**Cell classes on the final placement**

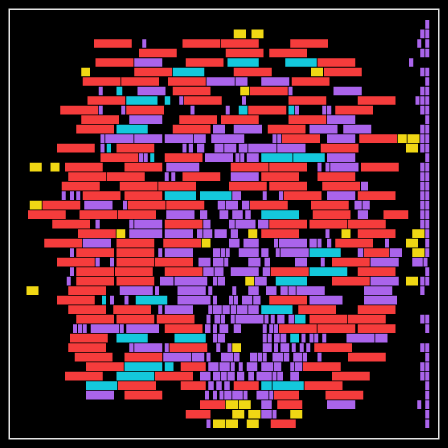
**Floorplan with the power grid**

Scale bar: 20 um. Pins as bars on the die edge.
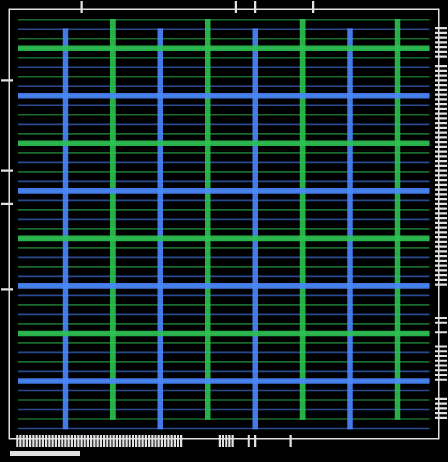
==> src/rtl/branch_predictor_bht_if.sv <==
// rtl/branch_predictor_bht_if.sv - fetch/execute bus for the 2-bit BHT branch predictor
interface branch_predictor_bht_if;
    logic        lookup_valid;
    logic [31:0] lookup_pc;
    logic        pred_valid;
    logic        pred_taken;
    logic        ready;
    logic        upd_valid;
    logic [31:0] upd_pc;
    logic        upd_taken;
    logic        upd_pred;
    logic        mispredict;
    logic [31:0] branch_count;
    logic [31:0] mispred_count;

    modport master (
        output lookup_valid, lookup_pc, upd_valid, upd_pc, upd_taken, upd_pred,
        input  pred_valid, pred_taken, ready, mispredict, branch_count, mispred_count
    );

    modport slave (
        input  lookup_valid, lookup_pc, upd_valid, upd_pc, upd_taken, upd_pred,
        output pred_valid, pred_taken, ready, mispredict, branch_count, mispred_count
    );
endinterface

==> src/rtl/branch_predictor_bht.sv <==
// rtl/branch_predictor_bht.sv - 2-bit saturating-counter BHT predictor; optional stats via BP_STATS_EN
module branch_predictor_bht #(
    parameter int         INDEX_W  = 6,
    parameter logic [1:0] INIT_CTR = 2'b01
) (
    input  logic                  clk,
    input  logic                  rst,
    branch_predictor_bht_if.slave bp
);
    localparam int ENTRIES = 1 << INDEX_W;

    typedef enum logic {S_INIT, S_RUN} state_t;

    state_t               state;
    state_t               state_next;
    logic [INDEX_W-1:0]   init_ptr;
    logic [1:0]           ctr [ENTRIES];
    logic                 ready_int;
    logic                 lookup_acc;
    logic                 upd_acc;
    logic                 upd_miss;
    logic [INDEX_W-1:0]   lookup_idx;
    logic [INDEX_W-1:0]   upd_idx;
    logic [1:0]           upd_old;
    logic [1:0]           upd_new;
    logic [1:0]           lookup_ctr;
    logic                 pc_bits_unused;

    assign lookup_idx = bp.lookup_pc[INDEX_W+1:2];
    assign upd_idx    = bp.upd_pc[INDEX_W+1:2];

    // PC bits outside the index field do not participate in prediction
    assign pc_bits_unused = ^{bp.lookup_pc[31:INDEX_W+2], bp.lookup_pc[1:0],
                              bp.upd_pc[31:INDEX_W+2], bp.upd_pc[1:0]};

    assign lookup_acc = ready_int & bp.lookup_valid & ~rst;
    assign upd_acc    = ready_int & bp.upd_valid & ~rst;
    assign upd_miss   = bp.upd_taken ^ bp.upd_pred;

    // State register: reset always restarts the init sweep
    always_ff @(posedge clk) begin
        if (rst) state <= S_INIT;
        else     state <= state_next;
    end

    // Next state: leave INIT once the last entry has been written
    always_comb begin
        state_next = state;
        if (state == S_INIT && init_ptr == {INDEX_W{1'b1}})
            state_next = S_RUN;
    end

    // FSM outputs: table is usable only in RUN
    always_comb begin
        ready_int = 1'b0;
        if (state == S_RUN) ready_int = 1'b1;
    end

    assign bp.ready = ready_int;

    // Sweep pointer walks every entry once per init
    always_ff @(posedge clk) begin
        if (rst)                  init_ptr <= '0;
        else if (state == S_INIT) init_ptr <= init_ptr + 1'b1;
    end

    // Saturating next value for the counter being trained
    always_comb begin
        upd_old = ctr[upd_idx];
        upd_new = upd_old;
        if (bp.upd_taken) begin
            if (upd_old != 2'b11) upd_new = upd_old + 2'b01;
        end else begin
            if (upd_old != 2'b00) upd_new = upd_old - 2'b01;
        end
    end

    // Same-index update is forwarded so the lookup sees the trained value
    always_comb begin
        lookup_ctr = ctr[lookup_idx];
        if (upd_acc && upd_idx == lookup_idx) lookup_ctr = upd_new;
    end

    // Counter table: sweep writes during INIT, training writes during RUN
    always_ff @(posedge clk) begin
        if (!rst) begin
            if (state == S_INIT) ctr[init_ptr] <= INIT_CTR;
            else if (upd_acc)    ctr[upd_idx]  <= upd_new;
        end
    end

    // Registered prediction and mispredict pulses
    always_ff @(posedge clk) begin
        if (rst) begin
            bp.pred_valid <= 1'b0;
            bp.pred_taken <= 1'b0;
            bp.mispredict <= 1'b0;
        end else begin
            bp.pred_valid <= lookup_acc;
            bp.pred_taken <= lookup_acc & lookup_ctr[1];
            bp.mispredict <= upd_acc & upd_miss;
        end
    end

`ifdef BP_STATS_EN
    logic [31:0] branch_cnt;
    logic [31:0] mispred_cnt;

    // Saturating resolved/mispredicted branch statistics
    always_ff @(posedge clk) begin
        if (rst) begin
            branch_cnt  <= '0;
            mispred_cnt <= '0;
        end else if (upd_acc) begin
            if (branch_cnt != 32'hFFFF_FFFF)             branch_cnt  <= branch_cnt + 32'd1;
            if (upd_miss && mispred_cnt != 32'hFFFF_FFFF) mispred_cnt <= mispred_cnt + 32'd1;
        end
    end

    assign bp.branch_count  = branch_cnt;
    assign bp.mispred_count = mispred_cnt;
`else
    assign bp.branch_count  = 32'h0;
    assign bp.mispred_count = 32'h0;
`endif
endmodule

==> src/flat_wrapper.sv <==
// flat-port wrapper written by rule: the top's interface ports become plain ports
module branch_predictor_bht_flat 
#(
    parameter int         INDEX_W  = 6,
    parameter logic [1:0] INIT_CTR = 2'b01
)
  (clk, rst, bp_lookup_valid, bp_lookup_pc, bp_upd_valid, bp_upd_pc, bp_upd_taken, bp_upd_pred, bp_pred_valid, bp_pred_taken, bp_ready, bp_mispredict, bp_branch_count, bp_mispred_count);
  branch_predictor_bht_if bp_i ();
  input  logic clk;
  input  logic rst;
  input wire logic [$bits(bp_i.lookup_valid)-1:0] bp_lookup_valid;
  input wire logic [$bits(bp_i.lookup_pc)-1:0] bp_lookup_pc;
  input wire logic [$bits(bp_i.upd_valid)-1:0] bp_upd_valid;
  input wire logic [$bits(bp_i.upd_pc)-1:0] bp_upd_pc;
  input wire logic [$bits(bp_i.upd_taken)-1:0] bp_upd_taken;
  input wire logic [$bits(bp_i.upd_pred)-1:0] bp_upd_pred;
  output wire logic [$bits(bp_i.pred_valid)-1:0] bp_pred_valid;
  output wire logic [$bits(bp_i.pred_taken)-1:0] bp_pred_taken;
  output wire logic [$bits(bp_i.ready)-1:0] bp_ready;
  output wire logic [$bits(bp_i.mispredict)-1:0] bp_mispredict;
  output wire logic [$bits(bp_i.branch_count)-1:0] bp_branch_count;
  output wire logic [$bits(bp_i.mispred_count)-1:0] bp_mispred_count;
  assign bp_i.lookup_valid = bp_lookup_valid;
  assign bp_i.lookup_pc = bp_lookup_pc;
  assign bp_i.upd_valid = bp_upd_valid;
  assign bp_i.upd_pc = bp_upd_pc;
  assign bp_i.upd_taken = bp_upd_taken;
  assign bp_i.upd_pred = bp_upd_pred;
  assign bp_pred_valid = bp_i.pred_valid;
  assign bp_pred_taken = bp_i.pred_taken;
  assign bp_ready = bp_i.ready;
  assign bp_mispredict = bp_i.mispredict;
  assign bp_branch_count = bp_i.branch_count;
  assign bp_mispred_count = bp_i.mispred_count;
  branch_predictor_bht #(.INDEX_W(INDEX_W), .INIT_CTR(INIT_CTR)) u_core (.clk(clk), .rst(rst), .bp(bp_i));
endmodule
==> config.mk <==
export PLATFORM = sky130hd
export DESIGN_NAME = branch_predictor_bht_flat
export DESIGN_NICKNAME = d
export VERILOG_FILES = /design/src/rtl/branch_predictor_bht_if.sv /design/src/rtl/branch_predictor_bht.sv /design/src/flat_wrapper.sv
export SDC_FILE = /design/constraint.sdc
export NUM_CORES = 1
export LEC_CHECK = 0
export CORE_MARGIN = 2
export CORE_UTILIZATION = 50
export DETAILED_ROUTE_END_ITERATION = 16
export MAX_ROUTING_LAYER = met4
export PLACE_DENSITY = 0.78
export SLEW_MARGIN = 25
export SYNTH_ARGS = -nofsm -noshare
export SYNTH_HDL_FRONTEND = slang
export SYNTH_SLANG_ARGS = --single-unit
==> constraint.sdc <==
create_clock -name clk -period 5.52 [get_ports clk]
set_input_delay 1.104 -clock clk [delete_from_list [all_inputs] [get_ports clk]]
set_output_delay 1.104 -clock clk [all_outputs]
set_load 0.02 [all_outputs]
==> GITHUB_STEP_SUMMARY <==
### Metrics collected by this job

| Metric | Value |
|---|---|
| Congestion Overflow GR | 0 |
| Die X-Extent | 122 um |
| Adder-Cell Fraction of Synth Area | 0.178% |
| CTS buffer count | 17 |
| Status | finished, final reports clean |
| Layout Utilization | about 56% |
| Endpoints failing setup | 0 |
| Internal Pwr Total | 0.00194 W |
| R2R depth | 7 |
| Top cell type's share of synthesized area | 54.8% |
| CTS max path bufs | 2 |
| Antenna Diode Count | 0 |
| DP Cell Count | 670 |
| Avg Inst Size Synth | 14.5 um2 |
| Max-slew headroom | 37.2% |
| Switching fraction of total power | 21.8% |
| Mapped cell area | 7020 um2 |
| Simple Share, Synth | 8.88% |
| Leakage power | about 2.8 nW |
| HP Start | u_core.init_ptr[5] |
| Post-DP HPWL | roughly 9800 um |
| Mux contribution to synthesized area | between 10% and 20% |
| FF-to-FF Start | u_core.ctr[11][0] |
| Post-synth top area cell | edfxtp_1 |
| Pin count of the biggest net entering global routing | 65 |
| Sink Count | 138 |
| Crit path buf inv count | 2 |
| Final setup skew | around 0.010 ns |
| Log Warnings | 78 |
| Met1 GRT Util | 26.4% |
| Post-synth regs | ~140 |
| Area reported by Yosys stat | 7020 um2 |
About 'cell classes on the final placement':
Key: purple = combinational and other logic [cells 322]; cyan = clock drivers and dummy loads [cells 32]; red = sequential cells [cells 138]; yellow = remaining buffers and delay cells [cells 30]

About 'floorplan with the power grid':
Key: green = VDD; blue = VSS
44 met1 rails follow the rows. 8 straps on met4. 8 straps on met5. The core has 43 rows.

[worst max-delay path by stage]
stage,startpoint,slack [ns],to
after floorplan,bp_upd_pc[2],0.85,u_core.ctr[0][1]
after global placement,bp_upd_pc[2],0.95,u_core.ctr[49][1]
after detailed placement,bp_upd_pc[4],0.96,u_core.ctr[53][1]
after CTS,bp_upd_pc[4],1.36,u_core.ctr[53][1]
after global routing,bp_upd_pc[4],1.15,u_core.ctr[50][1]
final,bp_upd_pc[5],1.34,u_core.ctr[48][1]
[metal layers]
metal  share of wire [%]  vias up
met4                 3.4        0
met1                  38     2022
met2                  49      287
li1                    -     1777
met3                 9.5       44
met5                   0        -
[power groups by stage]
stage          Sequential (W)  Clock (W)  Combinational [W]
5_1_grt               0.00113    0.00123           0.000189
2_1_floorplan         0.00115          0           0.000166
3_5_place_dp          0.00116          0           0.000173
6_report              0.00113    0.00118           0.000177
4_1_cts               0.00113    0.00119           0.000175
3_3_place_gp          0.00116          0           0.000170
[metrics by stage]
stage	area (um2)	setup slack, ns
6_report	7770	1.34
5_1_grt	7770	1.15
4_1_cts	7770	1.36
3_5_place_dp	7160	0.962
3_3_place_gp	7160	0.954
2_1_floorplan	7250	0.852
[worst min-delay path, cell delays in order (launching register included)]
cell and delay [ns]:
dfxtp_1 0.34, o21ai_0 0.08, a21oi_1 0.06
[cells by family (layout without fill, tap and decap cells)]
kind of cell	count (synthesis)	after routing
other	1	64
and+or+nand+nor	140	140
xor gates and xnor gates	11	11
AOI/OAI and AO/OA	37	37
adders and majority gates	1	1
muxes	68	68
buffers and inverters	88	63
DFF	138	138
[sequential cells by signal (all words and copies together) (netlist names)]
| name | count |
|---|---|
| u_core.init_ptr | 6 |
| u_core.bp.mispredict | 1 |
| u_core.state | 1 |
| u_core.bp.pred_valid | 1 |
| u_core.ctr | 128 |
| u_core.bp.pred_taken | 1 |
[layout make-up]
type / instances / area, um2
Clock buffer: 20 / 437
Tap cell: 180 / 225
Clock inverter: 12 / 175
Sequential cell: 138 / 4040
Inverter: 1 / 3.75
Timing Repair Buffer: 30 / 275
Multi-Input combinational cell: 321 / 2610
Fill cell: 1055 / 6000
[cells in the final DEF, fill, tap and decap left out, drive strengths merged, types with 3 or more instances in the layout]
cell type / netlist / layout
o22ai: 4 / 4
mux4: 52 / 52
or3: 5 / 5
clkdlybuf4s50: 0 / 20
edfxtp: 128 / 128
dfxtp: 10 / 10
xnor2: 6 / 6
nand3b: 3 / 3
conb: 1 / 64
buf: 79 / 10
a31oi: 4 / 4
nand2: 25 / 25
o21a: 3 / 3
o22a: 3 / 3
bufinv: 0 / 4
xor2: 5 / 5
o31ai: 3 / 3
nand2b: 5 / 5
a21oi: 4 / 4
clkinv: 0 / 5
nor2b: 6 / 6
clkinvlp: 0 / 3
o21ai: 9 / 9
mux2i: 15 / 15
clkbuf: 8 / 20
nor2: 79 / 79
nand3: 7 / 7
Power and IR drop assume default switching activity.
